`src/rtl/shift_arbiter_pkg.sv`:
```
// Shared definitions for shift_arbiter: op encodings, FSM states, datapath widths.
package shift_arbiter_pkg;

  localparam int DATA_WIDTH = 16;
  localparam int AMT_WIDTH  = 4;

  typedef enum logic [1:0] {
    OP_SLL = 2'b00,
    OP_SRA = 2'b01,
    OP_ROR = 2'b10,
    OP_RSV = 2'b11
  } op_e;

  typedef enum logic [1:0] {
    ST_IDLE  = 2'b00,
    ST_PASS1 = 2'b01,
    ST_PASS2 = 2'b10,
    ST_DONE  = 2'b11
  } state_e;

endpackage

```
`src/rtl/Shifter.sv`:
```
// Shared 16-bit shift datapath: Mode 0 = logical left, Mode 1 = arithmetic right.
module Shifter
  import shift_arbiter_pkg::*;
(
  input  logic [DATA_WIDTH-1:0] Shift_In,
  input  logic [AMT_WIDTH-1:0]  Shift_Val,
  input  logic                  Mode,
  output logic [DATA_WIDTH-1:0] Shift_Out
);

  // The signed shift is kept in its own self-determined context so it stays arithmetic.
  always_comb begin
    Shift_Out = Shift_In << Shift_Val;
    if (Mode) begin
      Shift_Out = $unsigned($signed(Shift_In) >>> Shift_Val);
    end
  end

endmodule

```
`src/rtl/shift_arbiter.sv`:
```
// Round-robin arbiter sharing one shifter between two requesters; one op in flight.
// Optional rotate-right support is built when SHIFT_ARB_ROR_EN is defined.
module shift_arbiter
  import shift_arbiter_pkg::*;
#(
  parameter int WIDTH   = 16,
  parameter int RR_INIT = 0
) (
  input  logic             clk,
  input  logic             rst,
  input  logic             req0_valid,
  output logic             req0_ready,
  input  logic [WIDTH-1:0] req0_data,
  input  logic [3:0]       req0_amt,
  input  logic [1:0]       req0_op,
  input  logic             req1_valid,
  output logic             req1_ready,
  input  logic [WIDTH-1:0] req1_data,
  input  logic [3:0]       req1_amt,
  input  logic [1:0]       req1_op,
  output logic             out_valid,
  input  logic             out_ready,
  output logic [WIDTH-1:0] out_data,
  output logic             out_id,
  output logic             out_err
);

  if (WIDTH != DATA_WIDTH) begin : g_width_check
    $error("shift_arbiter: WIDTH must be 16");
  end
  if ((RR_INIT != 0) && (RR_INIT != 1)) begin : g_rr_init_check
    $error("shift_arbiter: RR_INIT must be 0 or 1");
  end

  localparam logic RR_INIT_BIT = 1'(RR_INIT);

  state_e                 state_reg, state_next;
  logic                   ptr_reg;
  logic [WIDTH-1:0]       operand_reg;
  logic [WIDTH-1:0]       result_reg;
  logic [AMT_WIDTH-1:0]   amt_reg;
  op_e                    op_reg;
  logic                   id_reg;
  logic                   err_reg;

  logic [1:0]             req_valid;
  logic [1:0]             grant;
  logic [1:0]             ready_vec;
  logic                   accept;
  logic [WIDTH-1:0]       sel_data;
  logic [AMT_WIDTH-1:0]   sel_amt;
  logic [1:0]             sel_op;

  logic                   is_shift;
  logic                   is_ror;
  logic [AMT_WIDTH-1:0]   shift_val;
  logic                   shift_mode;
  logic [WIDTH-1:0]       shift_out;

  // Pointer only breaks ties; a lone requester is granted without touching it.
  assign req_valid = {req1_valid, req0_valid};
  assign grant[0]  = req_valid[0] & (~req_valid[1] | ~ptr_reg);
  assign grant[1]  = req_valid[1] & (~req_valid[0] |  ptr_reg);

  genvar gi;
  for (gi = 0; gi < 2; gi++) begin : g_ready
    assign ready_vec[gi] = (state_reg == ST_IDLE) & grant[gi];
  end

  assign req0_ready = ready_vec[0];
  assign req1_ready = ready_vec[1];
  assign accept     = |ready_vec;

  assign sel_data = grant[1] ? req1_data : req0_data;
  assign sel_amt  = grant[1] ? req1_amt  : req0_amt;
  assign sel_op   = grant[1] ? req1_op   : req0_op;

  assign is_shift = (op_reg == OP_SLL) || (op_reg == OP_SRA);
`ifdef SHIFT_ARB_ROR_EN
  assign is_ror   = (op_reg == OP_ROR);
`else
  assign is_ror   = 1'b0;
`endif

  // Shifter operands come only from registered state, never from request ports.
  always_comb begin
    shift_val  = amt_reg;
    shift_mode = (op_reg == OP_SRA);
`ifdef SHIFT_ARB_ROR_EN
    if ((state_reg == ST_PASS1) && is_ror) begin
      shift_val  = -amt_reg;
      shift_mode = 1'b0;
    end else if (state_reg == ST_PASS2) begin
      shift_mode = 1'b1;
    end
`endif
  end

  Shifter u_shifter (
    .Shift_In  (operand_reg),
    .Shift_Val (shift_val),
    .Mode      (shift_mode),
    .Shift_Out (shift_out)
  );

`ifdef SHIFT_ARB_ROR_EN
  logic [WIDTH-1:0] partial_reg;
  logic [WIDTH-1:0] ror_mask;
  logic [WIDTH-1:0] ror_merge;

  // Masking the arithmetic result strips the sign fill, leaving a logical right shift.
  assign ror_mask  = {WIDTH{1'b1}} >> amt_reg;
  assign ror_merge = partial_reg | (shift_out & ror_mask);

  always_ff @(posedge clk) begin
    if (rst) begin
      partial_reg <= '0;
    end else if ((state_reg == ST_PASS1) && is_ror) begin
      partial_reg <= shift_out;
    end
  end
`endif

  always_comb begin
    state_next = state_reg;
    case (state_reg)
      ST_IDLE:  if (accept) state_next = ST_PASS1;
      ST_PASS1: state_next = is_ror ? ST_PASS2 : ST_DONE;
      ST_PASS2: state_next = ST_DONE;
      ST_DONE:  if (out_ready) state_next = ST_IDLE;
      default:  state_next = ST_IDLE;
    endcase
  end

  always_ff @(posedge clk) begin
    if (rst) begin
      state_reg   <= ST_IDLE;
      ptr_reg     <= RR_INIT_BIT;
      operand_reg <= '0;
      amt_reg     <= '0;
      op_reg      <= OP_SLL;
      id_reg      <= 1'b0;
      result_reg  <= '0;
      err_reg     <= 1'b0;
    end else begin
      state_reg <= state_next;
      if (accept) begin
        operand_reg <= sel_data;
        amt_reg     <= sel_amt;
        op_reg      <= op_e'(sel_op);
        id_reg      <= grant[1];
        if (&req_valid) begin
          ptr_reg <= grant[0];
        end
      end
      if (state_reg == ST_PASS1) begin
        if (is_shift) begin
          result_reg <= shift_out;
          err_reg    <= 1'b0;
        end else if (!is_ror) begin
          result_reg <= operand_reg;
          err_reg    <= 1'b1;
        end
      end
`ifdef SHIFT_ARB_ROR_EN
      if (state_reg == ST_PASS2) begin
        result_reg <= ror_merge;
        err_reg    <= 1'b0;
      end
`endif
    end
  end

  assign out_valid = (state_reg == ST_DONE);
  assign out_data  = result_reg;
  assign out_id    = id_reg;
  assign out_err   = err_reg;

endmodule

```
`config.mk`:
```
export PLATFORM = sky130hd
export DESIGN_NAME = shift_arbiter
export DESIGN_NICKNAME = d
export VERILOG_FILES = /design/src/rtl/shift_arbiter_pkg.sv /design/src/rtl/Shifter.sv /design/src/rtl/shift_arbiter.sv
export SDC_FILE = /design/constraint.sdc
export NUM_CORES = 1
export LEC_CHECK = 0
export ABC_AREA = 1
export ABC_CLOCK_PERIOD_IN_PS = 2000
export CAP_MARGIN = 20
export CORE_MARGIN = 3
export CORE_UTILIZATION = 52
export CTS_BUF_LIST = sky130_fd_sc_hd__clkbuf_16
export DETAILED_ROUTE_END_ITERATION = 8
export PLACE_DENSITY_LB_ADDON = 0.2
export SYNTH_ARGS = -nofsm -noshare
export SYNTH_HDL_FRONTEND = slang
export SYNTH_SLANG_ARGS = --single-unit
```
`constraint.sdc`:
```
create_clock -name clk -period 2 [get_ports clk]
set_input_delay 0.2 -clock clk [delete_from_list [all_inputs] [get_ports clk]]
set_output_delay 0.2 -clock clk [all_outputs]
set_load 0.05 [all_outputs]
```
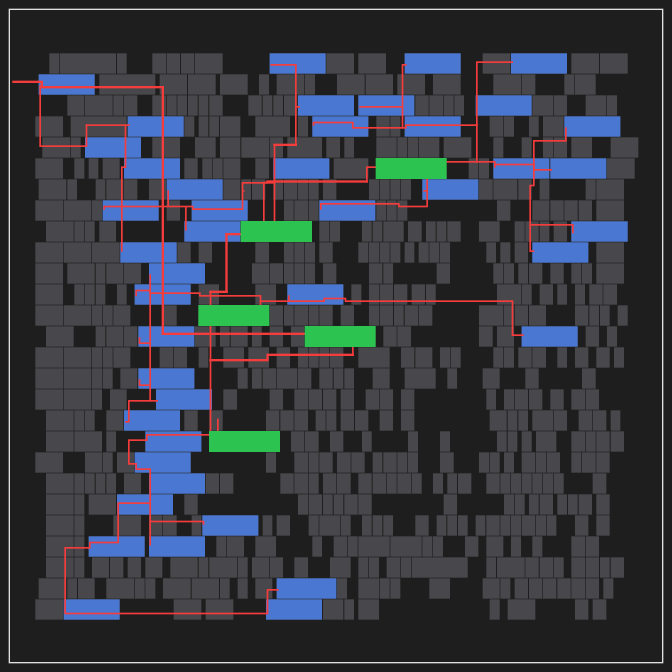
(run_1/clock_wires.png)
Key: red = clock wires [length 555 um]; green = clock-net drivers [count 5]; blue = flip-flops [count 43]
Position of the flops: widely spread. There are 6 routed clock nets.
clock network power consumption: 0.787 mW
clock latency on the worst-skew pair: 0.28 ns

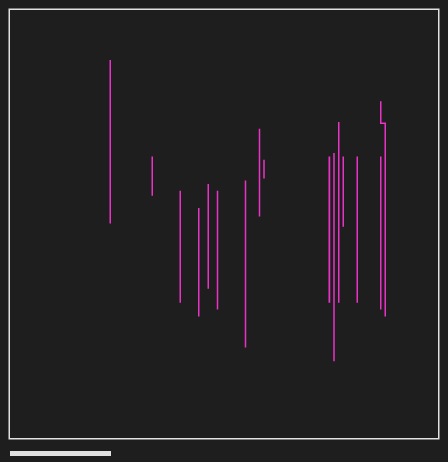
(run_1/m4.png)
The bar under the picture is 20 um long.
16 nets have wire on it. The layer holds 4.1% of the routed length. The longest straight run is 40.8 um.

==> CHANGELOG.md, run 1 <==
## Implementation

- Run status: complete, no violations
- Clock tree from TritonCTS: done
- Worst reg2reg path startpoint: amt_reg[0]$_SDFFE_PP0P_
- Highest-count logic cell in the final layout: nand2_1
- Standard-cell row count: 27
- Skew final: between 0.004 and 0.005 ns
- TritonRoute pass-1 iters: 5
- Ant diodes: 0
- # Max-Cap Violations: 0
- Overall power consumption: around 6 mW
- Wire length of the first global-routing pass: approximately 16000 um
- Congestion Overflow GR: 0
- Number of DRC violations after detailed routing: 0
- DR WL/cell: 14.7 um
- Tot GR Track Use: 28.1%
- Data arrival time of the worst path: ~1.7 ns
- GR Layer Usage met2: around 44%
- Final core utilization: between 70% and 80%
- Max clock buf depth: 2
- Total number of vias: 3907
- Setup-violating endpoint count in the final report: 0
- Num CTS Buffers: 5
- Number of filler cells placed in the layout: 517
- Fraction of the core area occupied by cells at floorplan: roughly 56%
- Sequential share of the synthesized area: a little over a quarter
- Post-CTS setup buffer count: 0
- Share of layout cells above drive strength 1: 7.73%
- Maximum resistive drop on vdd: roughly 1.1 mV
- Crit. path cell count: 2
- CP startpoint: state_reg[0]$_SDFFE_PP0P_
- Initial antenna violation count: 0
- # Cells Yosys: approximately 540
- Worst min-delay path category: reg -> reg
- Post-DP HPWL: 7460 um
- Fraction of the mapped netlist area in adder cells: 1.17%
- CP Capture Type: output port
- Number of distinct library cells after synthesis: 33
- Worst Path Max Fanout: 4
- Minimum setup slack in the final design: 0.110 ns
- Max Clock Freq: about 530 MHz
- Tightest Pin Transition: slightly above 0.5 ns
- Number of warnings printed during yosys synthesis: 0
- Leakage: between 1.5 and 2 nW
- Floorplan Nets: ~600
- Post-Synth XOR/XNOR Area: 0%
- Top logic cells by instance count in the layout: nand2_1 (181), nand3_1 (107), clkdlybuf4s50_1 (67), dfxtp_1 (42), o21ai_0 (34)
- Ratio of routed vias to standard cells: between 5 and 6
- Ordered list of cells on the worst path: ha_1 -> clkdlybuf4s50_1
- Register-to-register path setup slack: 0.44 ns
- Critical path destination: out_valid
- Slowest stage cell, crit path: clkdlybuf4s50_1
- Post-Synthesis Cells: between 500 and 600
- Largest net degree at the start of global routing: approximately 45
- Place WS: between 0.3 and 0.4 ns
- H-tree levels: 2
- Flops after synth: around 43
- Vias in the first global route: 3497
- Violation count after the first detailed-routing iteration: about 440
- R2r endpoint: out_data[11]$_SDFFE_PP0N_
- Buf/Inv on CP: 1
- Number of OpenROAD warnings: 28
- Met3 Resource Use GR: under 10%
- CP Launch Type: flip-flop
- Share of the clock period used by the worst path: a little over nine tenths
- Met1 Use GR: a little under two fifths
- Net count, final: approximately 650
- Largest stage delay on the critical path: roughly 0.81 ns
- Final count of hold timing violations: 0
- Total count of max-transition violations in the final report: 0
- Layout Area Growth over Synthesis: 28.3%
- Simple-gate share of the synthesized area: ~44%
- Mux frac, synth: 0%
- CP delay by family, top: buffers and inverters
- Critical path data required time: approximately 1.8 ns
- CTS root buffer: clkbuf_16
- Top logic family: simple AND/OR/NAND/NOR gates
- Clock-pin slew on the worst setup and hold paths: about 0.06 ns
- Cell count of the worst reg-to-reg path: 9
- Setup TNS Final: 0 ns
- Shortest clock period the worst path allows after layout: between 1.5 and 2 ns
- Worst slack on hold paths: between 0.4 and 0.5 ns
- Yosys chip area: around 0.0032 mm2
- Hold_buf cts: 0
- Final WL: 9800 um
- Unrepaired setup endpoints after global routing: false
- Area fraction in compound gates after synthesis: between 10% and 20%
- Final RePlAce weighted congestion: about 0.92
- Remaining max-slew budget at the tightest pin: 65.6%
- Layer carrying the most global-route usage: met2
- Area of the placeable core: between 0.005 and 0.006 mm2
- Combined area of all synthesized cells: ~0.0032 mm2
- Worst setup path category: reg -> out
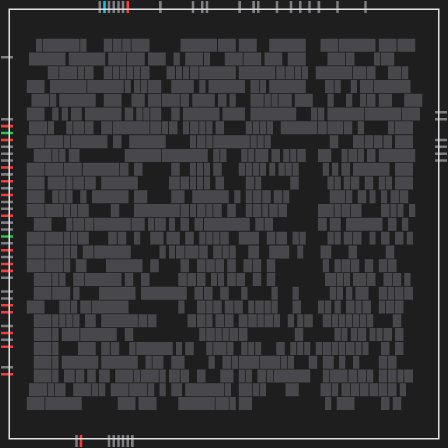
(run_1/pinout.png)
Pins as bars across the die edge, other pins in grey.
Key: red = req1_data [pins 16, direction input, edge 14 left, 1 bottom, 1 top]; green = req0_op [pins 2, direction input, edge left]; cyan = req1_ready [pins 1, direction output, edge top]
Die Ht: 84.5 um
die width: 84.5 um
PortBufs: 69

run 1: repair_timing:
action | CTS | global route
gates resized | 0 | 1
endpoints found under the setup margin | 0 | 1
endpoints found under the hold margin | 0 | 0
run 1: worst min path at each step:
stage | startpoint | endpoint | slack, ns | cells after the start
3_3_place_gp | ptr_reg$_SDFFE_PP0P_ | ptr_reg$_SDFFE_PP0P_ | 0.45 | 2
6_report | ptr_reg$_SDFFE_PP0P_ | ptr_reg$_SDFFE_PP0P_ | 0.47 | 2
2_1_floorplan | rst | out_err$_SDFFE_PP0N_ | 0.28 | 1
3_5_place_dp | out_data[1]$_SDFFE_PP0N_ | out_data[1]$_SDFFE_PP0N_ | 0.46 | 2
4_1_cts | out_data[1]$_SDFFE_PP0N_ | out_data[1]$_SDFFE_PP0N_ | 0.47 | 2
5_1_grt | out_id$_SDFFE_PP0P_ | out_id$_SDFFE_PP0P_ | 0.50 | 2
run 1: per-layer routing:
layer	wire length, um	vias to the layer above
met1	4180	1729
met4	398	0
li1	-	1934
met3	802	33
met5	0	-
met2	4430	211
run 1: metrics by stage:
| stage | cell area (um2) | std cells |
|---|---|---|
| final | 4110 | 667 |
| after global routing | 4110 | 667 |
| after CTS | 4110 | 667 |
| after detailed placement | 3960 | 659 |
| after global placement | 3960 | 659 |
| after floorplan | 3200 | 535 |
run 1: power breakdown:
group / internal, mW / total, mW / switching [mW]
combinational: 1.31 / 3.66 / 2.36
clock: 0.456 / 0.787 / 0.331
sequential: 1.13 / 1.44 / 0.308
total: 2.90 / 5.89 / 2.99
run 1: cells in the mapped netlist (all sizes together):
master	number	area share, %
nand4	1	0.20
a21boi	3	0.70
o21ai	41	6.4
a21oi	26	4.2
nor3	1	0.16
a41oi	1	0.27
nor2	24	3.0
a31oi	24	4.7
nand3	109	17
clkinv	1	0.12
o211ai	5	1.2
clkbuf	13	1.6
dfxtp	43	27
nand2	192	24
buf	21	4.4
inv	23	3.0
o31ai	2	0.47
ha	3	1.2
a221oi	1	0.27
a22oi	1	0.23
run 1: worst register-to-register path: stages (launching register included):
cell and delay [ns]:
dfxtp_2 0.49, inv_8 0.12, nand2_1 0.14, nand3_1 0.10, nand3_1 0.11, a21oi_1 0.07
o21ai_0 0.23, nand3_1 0.11, nand2_1 0.07, inv_1 0.03
run 1: kinds of logic after synthesis:
kind of cell / count (synthesis)
buffers and inverters: 58
flip-flops: 43
AND-OR/OR-AND: 104
adder cells (fa/ha/maj): 3
AND/OR/NAND/NOR: 327
run 1: layout make-up:
cell class / instances / area [um2] / area share (%)
Multi-Input combinational cell: 434 / 2050 / 49.9
Timing Repair Buffer: 86 / 863 / 21.0
Sequential cell: 43 / 862 / 21.0
Clock buffer: 5 / 125 / 3.05
Inverter: 24 / 100 / 2.44
Tap cell: 72 / 90.1 / 2.19
Clock inverter: 3 / 16.3 / 0.396
==> inputs of run 2 (changes only) <==
--- a/config.mk
+++ b/config.mk
@@ -7,7 +7,7 @@
 export LEC_CHECK = 0
 export ABC_AREA = 1
 export ABC_CLOCK_PERIOD_IN_PS = 2000
-export CAP_MARGIN = 20
+export CAP_MARGIN = 10
 export CORE_MARGIN = 3
 export CORE_UTILIZATION = 52
 export CTS_BUF_LIST = sky130_fd_sc_hd__clkbuf_16
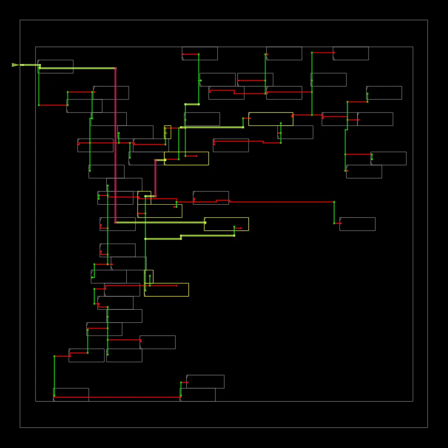
(run_2/clock_nets.png)
Num CTS Buffers: 5
skew final: 0.00403 ns
FF+latch count: 43
number of clock sinks: 43

==> run 2 against run 1 <==
Effect of this change:
- sequential share of layout area unchanged
- clock skew unchanged
- sequential power is essentially flat
- design area stayed put
- first-iteration DRC count unchanged
- count of clock-buffer cells in the layout unchanged
- synthesized area did not move
- die size stayed put
- setup slack is the same
- largest cell class unchanged
- highest routed layer unchanged
==> CHANGELOG.md, run 2 <==
## Implementation

- Run status: complete, no violations (unchanged)
- Syn avg cell area: 5.98 um2 (unchanged)
- Vias in the first global route: 3497 (unchanged)
- Main flop type after synthesis: dfxtp_1 (unchanged)
- Chip area: 0.00713 mm2 (unchanged)
- # Max-Cap Violations: 0 (unchanged)
- DR WL/cell: 14.7 um (unchanged)
- Final core utilization: 71.5% (unchanged)
- Yosys chip area: 0.00320 mm2 (unchanged)
- Net count, final: 646 (unchanged)
- Max Clock Freq: 529 MHz (unchanged)
- Post-Synthesis Cells: 535 (unchanged)
- Cell types with the highest counts after synthesis: nand2_1 (181), nand3_1 (107), dfxtp_1 (43) (unchanged)
- Share of layout cells above drive strength 1: 7.73% (unchanged)
- Highest-count logic cell in the final layout: nand2_1 (unchanged)
- Total count of max-transition violations in the final report: 0 (unchanged)
- Register-to-register path setup slack: 0.44 ns (about the same)
- CP Capture Type: output port (unchanged)
- Fraction of the core area occupied by cells at floorplan: 55.7% (unchanged)
- Final count of hold timing violations: 0 (unchanged)
- Initial antenna violation count: 0 (unchanged)
- Ant diodes: 0 (unchanged)
- Share of the clock period used by the worst path: 94.5% (unchanged)
- Fraction of power spent switching nets: 50.8% (unchanged)
- Internal power of the cells: 2.90 mW (unchanged)
- Mux frac, synth: 0% (unchanged)
- Worst setup path category: reg -> out (unchanged)
- PortBufs: 69 (unchanged)
- Clock network fraction of design power: 13.4% (about the same)
- H-tree levels: 2 (unchanged)
- Area fraction in compound gates after synthesis: 18.4% (unchanged)
- Sequential share of the synthesized area: 26.9% (unchanged)
- Final ANT Viol Nets: 0 (unchanged)
- Clock-pin slew on the worst setup and hold paths: 0.06 ns (about the same)
- Largest area contributor in the synthesized netlist: dfxtp_1 (unchanged)
- Layout Area Growth over Synthesis: 28.3% (unchanged)
- Area of the placeable core: 0.00574 mm2 (unchanged)
- Cells after DPL: 659 (unchanged)
- Flops after synth: 43 (unchanged)
- Hold_buf cts: 0 (unchanged)
- Simple-gate share of the synthesized area: 44.4% (unchanged)
- Violation count after the first detailed-routing iteration: 437 (unchanged)
- Post-Synth XOR/XNOR Area: 0% (unchanged)
- Net switching power of the design: 2.99 mW (unchanged)
- Clock latency on the worst-skew pair: 0.28 ns (about the same)
- Remaining max-slew budget at the tightest pin: 65.6% (unchanged)
- Post-synth tally of flip-flops with integrated enable: 0 (unchanged)
- Number of DRC violations after detailed routing: 0 (unchanged)
- Shortest clock period the worst path allows after layout: 1.89 ns (unchanged)
- Cell with the most instances after synthesis: nand2_1 (unchanged)
- Setup-violating endpoint count in the final report: 0 (unchanged)
- Standard-cell row count: 27 (unchanged)
- Final RePlAce weighted congestion: 0.923 (unchanged)
- Tot GR Track Use: 28.1% (unchanged)
- Data arrival time of the worst path: 1.69 ns (about the same)
- Number of OpenROAD warnings: 28 (unchanged)
- Leakage: 1.83 nW (unchanged)
- Die Ht: 84.5 um (unchanged)
- CP Launch Type: flip-flop (unchanged)
- Total number of vias: 3907 (unchanged)
- Congestion Overflow GR: 0 (unchanged)
- Worst Path Max Fanout: 4 (unchanged)
- Unrepaired setup endpoints after global routing: false (unchanged)
- Top Ports: 70 (unchanged)
- Number of distinct library cells after synthesis: 33 (unchanged)
- Combined area of all synthesized cells: 0.00320 mm2 (unchanged)
- Sequential fraction of design power: 24.5% (about the same)
- Combinational share of power: 62.2% (about the same)
- # Cells Yosys: 535 (unchanged)
- Max clock buf depth: 2 (unchanged)
- Power density of the placed cells: 1430 mW/mm2 (unchanged)
- TritonRoute pass-1 iters: 5 (unchanged)
- Die width: 84.5 um (unchanged)
- Ratio of routed vias to standard cells: 5.86 (unchanged)
- Proportion of netlist area held by the largest area contributor: 26.9% (unchanged)
- Clock tree from TritonCTS: done (unchanged)
- Top logic family: simple AND/OR/NAND/NOR gates (unchanged)
- Worst min-delay path category: reg -> reg (unchanged)
- Largest net degree at the start of global routing: 45 (unchanged)
- Setup TNS Final: 0 ns (unchanged)
- Top logic cells by instance count in the layout: nand2_1 (181), nand3_1 (107), clkdlybuf4s50_1 (67), dfxtp_1 (42), o21ai_0 (34) (unchanged)
- Wire length of the first global-routing pass: 16500 um (unchanged)
- Post-DP HPWL: 7460 um (unchanged)
- Number of standard cells in the final layout excluding fillers: 667 (unchanged)
- Async set-reset flop share out of synthesis: 0% (unchanged)
- Tightest Pin Transition: 0.514 ns (unchanged)
- Critical path data required time: 1.80 ns (about the same)
- Biggest area contributors in the synthesized netlist: dfxtp_1 (27%), nand2_1 (21%), nand3_1 (17%) (unchanged)
- Maximum resistive drop on vdd: 1.06 mV (unchanged)
- Number of warnings printed during yosys synthesis: 0 (unchanged)
- CTS root buffer: clkbuf_16 (unchanged)
- Fraction of the mapped netlist area in adder cells: 1.17% (unchanged)
- Final WL: 9800 um (unchanged)
- Floorplan Nets: 587 (unchanged)
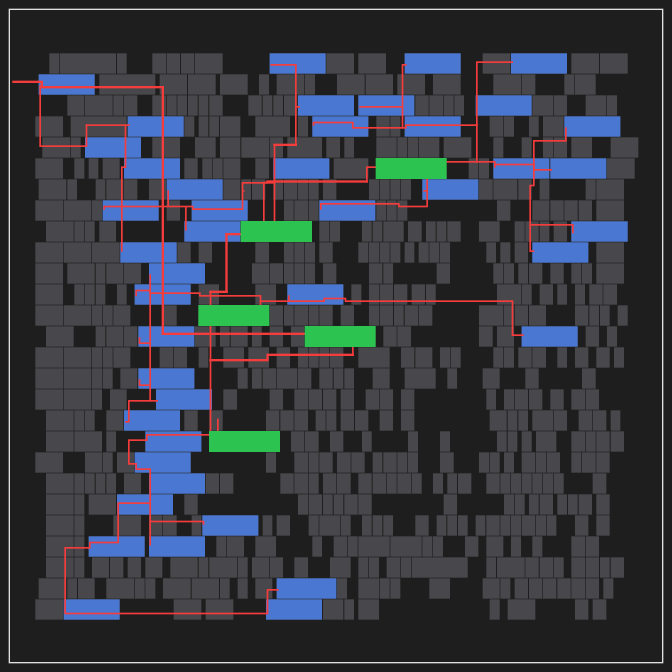
(run_2/clock_wires.png)
Key: blue = flip-flops [count 43]; green = clock-net drivers [count 5]; red = clock wires [length 555 um]
There are 6 routed clock nets. Position of the flops: widely spread.

run 2: cells by family (layout without fill, tap and decap cells):
group | Yosys count | in the layout
and+or+nand+nor | 327 | 327
buffers and inverters | 58 | 118
DFF | 43 | 43
adders and majority gates | 3 | 3
AOI/OAI and AO/OA | 104 | 104
run 2: metal layers:
metal / GRT usage [%] / vias to the layer above / share of wire, %
li1: - / 1934 / -
met1: 38.4 / 1729 / 43
met2: 44.2 / 211 / 45
met3: 4.32 / 33 / 8.2
met4: 11.8 / 0 / 4.1
met5: 0 / - / 0
run 2: path summary, 6_finish.rpt:
kind | startpoint | to | depth (start not counted)
setup / recovery | state_reg[0]$_SDFFE_PP0P_ | out_valid | 2
hold / removal | ptr_reg$_SDFFE_PP0P_ | ptr_reg$_SDFFE_PP0P_ | 2
setup reg to reg | amt_reg[0]$_SDFFE_PP0P_ | out_data[11]$_SDFFE_PP0N_ | 9
hold reg to reg | ptr_reg$_SDFFE_PP0P_ | ptr_reg$_SDFFE_PP0P_ | 2
run 2: area by class of cell:
| type | count | area [um2] |
|---|---|---|
| Clock buffer | 5 | 125 |
| Fill cell | 517 | 1640 |
| Tap cell | 72 | 90.1 |
| Timing Repair Buffer | 86 | 863 |
| Sequential cell | 43 | 862 |
| Multi-Input combinational cell | 434 | 2050 |
| Clock inverter | 3 | 16.3 |
| Inverter | 24 | 100 |
run 2: power groups by stage:
stage               combinational [mW]  clock, mW  sequential, mW
floorplan                         2.32          0            1.72
global placement                  3.58          0            1.43
detailed placement                3.62          0            1.44
CTS                               3.64      0.797            1.43
global route                      4.06      0.849            1.47
finish                            3.66      0.787            1.44
run 2: timing repair:
action	CTS	global route
hold endpoints to repair	0	0
setup buffers	0	0
setup endpoints to repair	0	1
gates resized	0	1
run 2: critical path, stage by stage, from the launching register on:
cell and delay, ns:
dfxtp_1 0.40, ha_1 0.20, clkdlybuf4s50_1 0.81
run 2: metrics by stage:
step           cell area (um2)  worst slack [ns]  hold slack, ns  total power, mW
2_1_floorplan             3200             0.535           0.279             4.04
3_3_place_gp              3960             0.338           0.447             5.01
3_5_place_dp              3960             0.307           0.459             5.06
4_1_cts                   4110             0.103           0.471             5.86
5_1_grt                   4110            0.0532           0.497             6.39
6_report                  4110             0.110           0.469             5.89
==> inputs of run 3 (changes only) <==
--- a/config.mk
+++ b/config.mk
@@ -8,11 +8,12 @@
 export ABC_AREA = 1
 export ABC_CLOCK_PERIOD_IN_PS = 2000
 export CAP_MARGIN = 10
-export CORE_MARGIN = 3
+export CORE_MARGIN = 2
 export CORE_UTILIZATION = 52
 export CTS_BUF_LIST = sky130_fd_sc_hd__clkbuf_16
 export DETAILED_ROUTE_END_ITERATION = 8
 export PLACE_DENSITY_LB_ADDON = 0.2
+export SLEW_MARGIN = 20
 export SYNTH_ARGS = -nofsm -noshare
 export SYNTH_HDL_FRONTEND = slang
 export SYNTH_SLANG_ARGS = --single-unit
==> run 3 against run 2 <==
Effect of this change:
- design area rose by 0.61%
- synthesized area did not move
- sequential power barely moved
- fmax rose by 0.63%
- die size fell by 4.7%
- core utilization fell by 1.7 points
- highest routed layer unchanged
- hold slack got worse by 0.0071 ns
- clock power rose by 5.6%
==> CHANGELOG.md, run 3 <==
## Implementation

- Floorplan Nets: 587 (unchanged)
- Tot GR Track Use: 32.2% (was 28.1%)
- Hold_buf cts: 0 (unchanged)
- Wire length of the first global-routing pass: 16500 um (about the same)
- # Cells Yosys: 535 (unchanged)
- Run status: complete, no violations (unchanged)
- Setup-violating endpoint count in the final report: 0 (unchanged)
- DR WL/cell: 15.5 um (was 14.7 um)
- Share of layout cells above drive strength 1: 8.04% (was 7.73%)
- Critical path data required time: 1.80 ns (about the same)
- Number of DRC violations after detailed routing: 0 (unchanged)
- Cell types with the highest counts after synthesis: nand2_1 (181), nand3_1 (107), dfxtp_1 (43) (unchanged)
- Die width: 82.5 um (was 84.5 um)
- Num CTS Buffers: 5 (unchanged)
- Final core utilization: 69.8% (was 71.5%)
- Sequential fraction of design power: 23.9% (was 24.5%)
- Cell count of the worst reg-to-reg path: 11 (was 9)
- Unrepaired setup endpoints after global routing: false (unchanged)
- Die Ht: 82.5 um (was 84.5 um)
- CTS root buffer: clkbuf_16 (unchanged)
- Yosys chip area: 0.00320 mm2 (unchanged)
- Tightest Pin Transition: 0.509 ns (was 0.514 ns)
- Largest net degree at the start of global routing: 45 (unchanged)
- Number of filler cells placed in the layout: 548 (was 517)
- Internal power of the cells: 2.92 mW (was 2.90 mW)
- Net count, final: 648 (was 646)
- Post-Synthesis Cells: 535 (unchanged)
- CP Launch Type: flip-flop (unchanged)
- Sequential share of the synthesized area: 26.9% (unchanged)
- Number of warnings printed during yosys synthesis: 0 (unchanged)
- Standard-cell row count: 28 (was 27)
- TritonRoute pass-1 iters: 5 (unchanged)
- Share of the clock period used by the worst path: 93.9% (was 94.5%)
- PortBufs: 69 (unchanged)
- Critical path destination: out_valid (unchanged)
- Combinational share of power: 62.3% (was 62.2%)
- CP startpoint: state_reg[0]$_SDFFE_PP0P_ (unchanged)
- Congestion Overflow GR: 0 (unchanged)
- Number of OpenROAD warnings: 28 (unchanged)
- Data arrival time of the worst path: 1.68 ns (was 1.69 ns)
- Final WL: 10400 um (was 9800 um)
- Total number of vias: 3911 (was 3907)
- Total count of max-transition violations in the final report: 0 (unchanged)
- Ratio of routed vias to standard cells: 5.82 (was 5.86)
- Final ANT Viol Nets: 0 (unchanged)
- Area of the placeable core: 0.00592 mm2 (was 0.00574 mm2)
- Top Ports: 70 (unchanged)
- Fraction of power spent switching nets: 51.4% (was 50.8%)
- Setup TNS Final: 0 ns (unchanged)
- Clock tree from TritonCTS: done (unchanged)
- Ant diodes: 0 (unchanged)
- Largest area contributor in the synthesized netlist: dfxtp_1 (unchanged)
- Post-CTS sizing: 0 (unchanged)
- Remaining max-slew budget at the tightest pin: 66.0% (was 65.6%)
- Async set-reset flop share out of synthesis: 0% (unchanged)
- Clock latency on the worst-skew pair: 0.30 ns (was 0.28 ns)
- Vias in the first global route: 3537 (was 3497)
- Combined area of all synthesized cells: 0.00320 mm2 (unchanged)
- Worst reg2reg path startpoint: amt_reg[0]$_SDFFE_PP0P_ (unchanged)
- Power density of the placed cells: 1460 mW/mm2 (was 1430 mW/mm2)
- CP Capture Type: output port (unchanged)
- Cell with the most instances after synthesis: nand2_1 (unchanged)
- Fraction of the core area occupied by cells at floorplan: 54.1% (was 55.7%)
- Proportion of netlist area held by the largest area contributor: 26.9% (unchanged)
- Register-to-register path setup slack: 0.38 ns (was 0.44 ns)
- Maximum resistive drop on vdd: 0.869 mV (was 1.06 mV)
- Post-CTS setup buffer count: 0 (unchanged)
- Clock network fraction of design power: 13.8% (was 13.4%)
- Main flop type after synthesis: dfxtp_1 (unchanged)
- R2r endpoint: out_data[12]$_SDFFE_PP0N_ (was out_data[11]$_SDFFE_PP0N_)
- Syn avg cell area: 5.98 um2 (unchanged)
- Shortest clock period the worst path allows after layout: 1.88 ns (was 1.89 ns)
- Post-synth tally of flip-flops with integrated enable: 0 (unchanged)
- Violation count after the first detailed-routing iteration: 296 (was 437)
- Final count of hold timing violations: 0 (unchanged)
- Final RePlAce weighted congestion: 0.983 (was 0.923)
- Top logic cells by instance count in the layout: nand2_1 (181), nand3_1 (107), clkdlybuf4s50_1 (67), dfxtp_1 (43), o21ai_0 (34) (was nand2_1 (181), nand3_1 (107), clkdlybuf4s50_1 (67), dfxtp_1 (42), o21ai_0 (34))
- Leakage: 1.83 nW (about the same)
- Post-DP HPWL: 7930 um (was 7460 um)
- H-tree levels: 2 (unchanged)
- Highest-count logic cell in the final layout: nand2_1 (unchanged)
- Max Clock Freq: 533 MHz (was 529 MHz)
- # Max-Cap Violations: 0 (unchanged)
- Number of distinct library cells after synthesis: 33 (unchanged)
- Net switching power of the design: 3.09 mW (was 2.99 mW)
- Chip area: 0.00680 mm2 (was 0.00713 mm2)
- Skew final: 0.0150 ns (was 0.00403 ns)
- Worst setup path category: reg -> out (unchanged)
- Number of clock sinks: 43 (unchanged)
[run 3: cell count changes in the layout (fill, tap and decap cells not counted), sizes merged]
cell	before	now
clkinv	2	1
buf	19	21
clkinvlp	1	2
[run 3: cells by family after synthesis]
kind of cell	after synthesis	share of synthesized area (%)
AND/OR/NAND/NOR	327	44.4
AND-OR/OR-AND	104	18.4
buffers and inverters	58	9.07
flip-flops	43	26.9
adder cells (fa/ha/maj)	3	1.17
[run 3: power groups by stage]
stage | logic (mW) | clock network [mW] | registers, mW
after floorplan | 2.32 | 0 | 1.72
after global placement | 3.63 | 0 | 1.43
final | 3.75 | 0.831 | 1.44
after detailed placement | 3.69 | 0 | 1.43
after CTS | 3.71 | 0.836 | 1.42
after global routing | 4.16 | 0.865 | 1.46
[run 3: how the worst min path moves through the flow]
stage                              from                  endpoint  slack [ns]  cells past startpoint
2_1_floorplan                       rst      out_err$_SDFFE_PP0N_        0.28                      1
3_3_place_gp       ptr_reg$_SDFFE_PP0P_      ptr_reg$_SDFFE_PP0P_        0.45                      2
3_5_place_dp       ptr_reg$_SDFFE_PP0P_      ptr_reg$_SDFFE_PP0P_        0.46                      2
4_1_cts            ptr_reg$_SDFFE_PP0P_      ptr_reg$_SDFFE_PP0P_        0.47                      2
5_1_grt        out_data[3]$_SDFFE_PP0N_  out_data[3]$_SDFFE_PP0N_        0.48                      2
6_report           ptr_reg$_SDFFE_PP0P_      ptr_reg$_SDFFE_PP0P_        0.46                      2
[run 3: worst max-delay path: stages, from the launching register on]
cell and delay, ns:
dfxtp_1 0.39, ha_1 0.20, clkdlybuf4s50_1 0.80
[run 3: cell type report]
class / instances / area (um2) / share of cell area (%)
Multi-Input combinational cell: 434 / 2050 / 49.6
Timing Repair Buffer: 88 / 878 / 21.3
Sequential cell: 43 / 861 / 20.8
Clock buffer: 5 / 125 / 3.03
Inverter: 24 / 100 / 2.42
Tap cell: 75 / 93.8 / 2.27
Clock inverter: 3 / 23.8 / 0.575
[run 3: stage by stage]
step / area (um2) / setup slack, ns / total power, mW / instances / hold slack [ns]
after floorplan: 3200 / 0.535 / 4.04 / 535 / 0.279
after CTS: 4130 / 0.113 / 5.96 / 672 / 0.468
after detailed placement: 3980 / 0.316 / 5.12 / 664 / 0.458
final: 4130 / 0.122 / 6.02 / 672 / 0.462
after global placement: 3980 / 0.449 / 5.06 / 664 / 0.451
after global routing: 4130 / 0.0543 / 6.48 / 672 / 0.484
[run 3: metal layers]
layer	part of all wire (%)	GRT usage, %	vias up
met5	0	0	-
met4	4.0	14.7	0
met3	7.6	5.54	31
met2	48	54.5	187
met1	41	39.6	1759
li1	-	-	1934
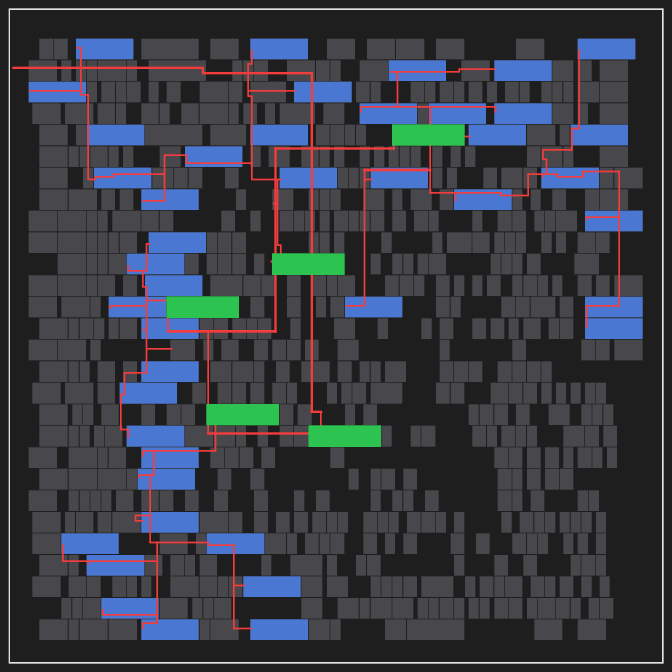
(run_3/clock_wires.png)
Key: green = clock-net drivers [count 5]; blue = flip-flops [count 43]; red = clock wires [length 579 um]
There are 6 routed clock nets.

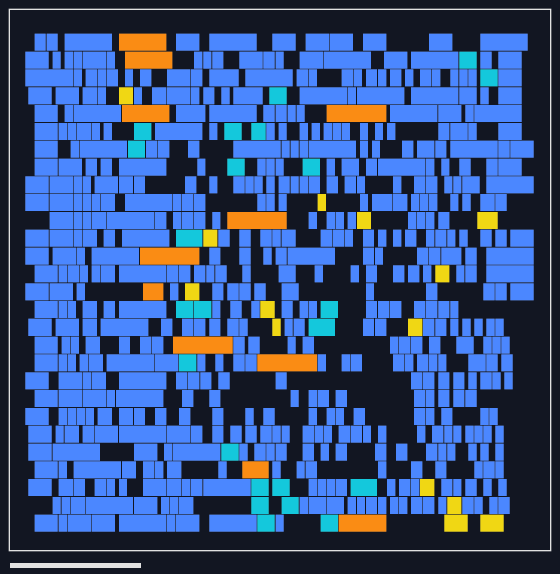
(run_3/sizing.png)
The bar under the picture is 20 um long.
Key: blue = x1 and smaller [cells 549, share 92%]; yellow = x2 [cells 14, share 2.3%]; cyan = x3 and x4 [cells 23, share 3.9%]; orange = x6 and larger [cells 11, share 1.8%]
Layout Area Growth over Synthesis: 29.1%
non-clock buffer instance count of the final layout: 88
post-route design area: 0.00413 mm2
minimum setup slack in the final design: 0.122 ns

Power is estimated from default activity; no workload was simulated.
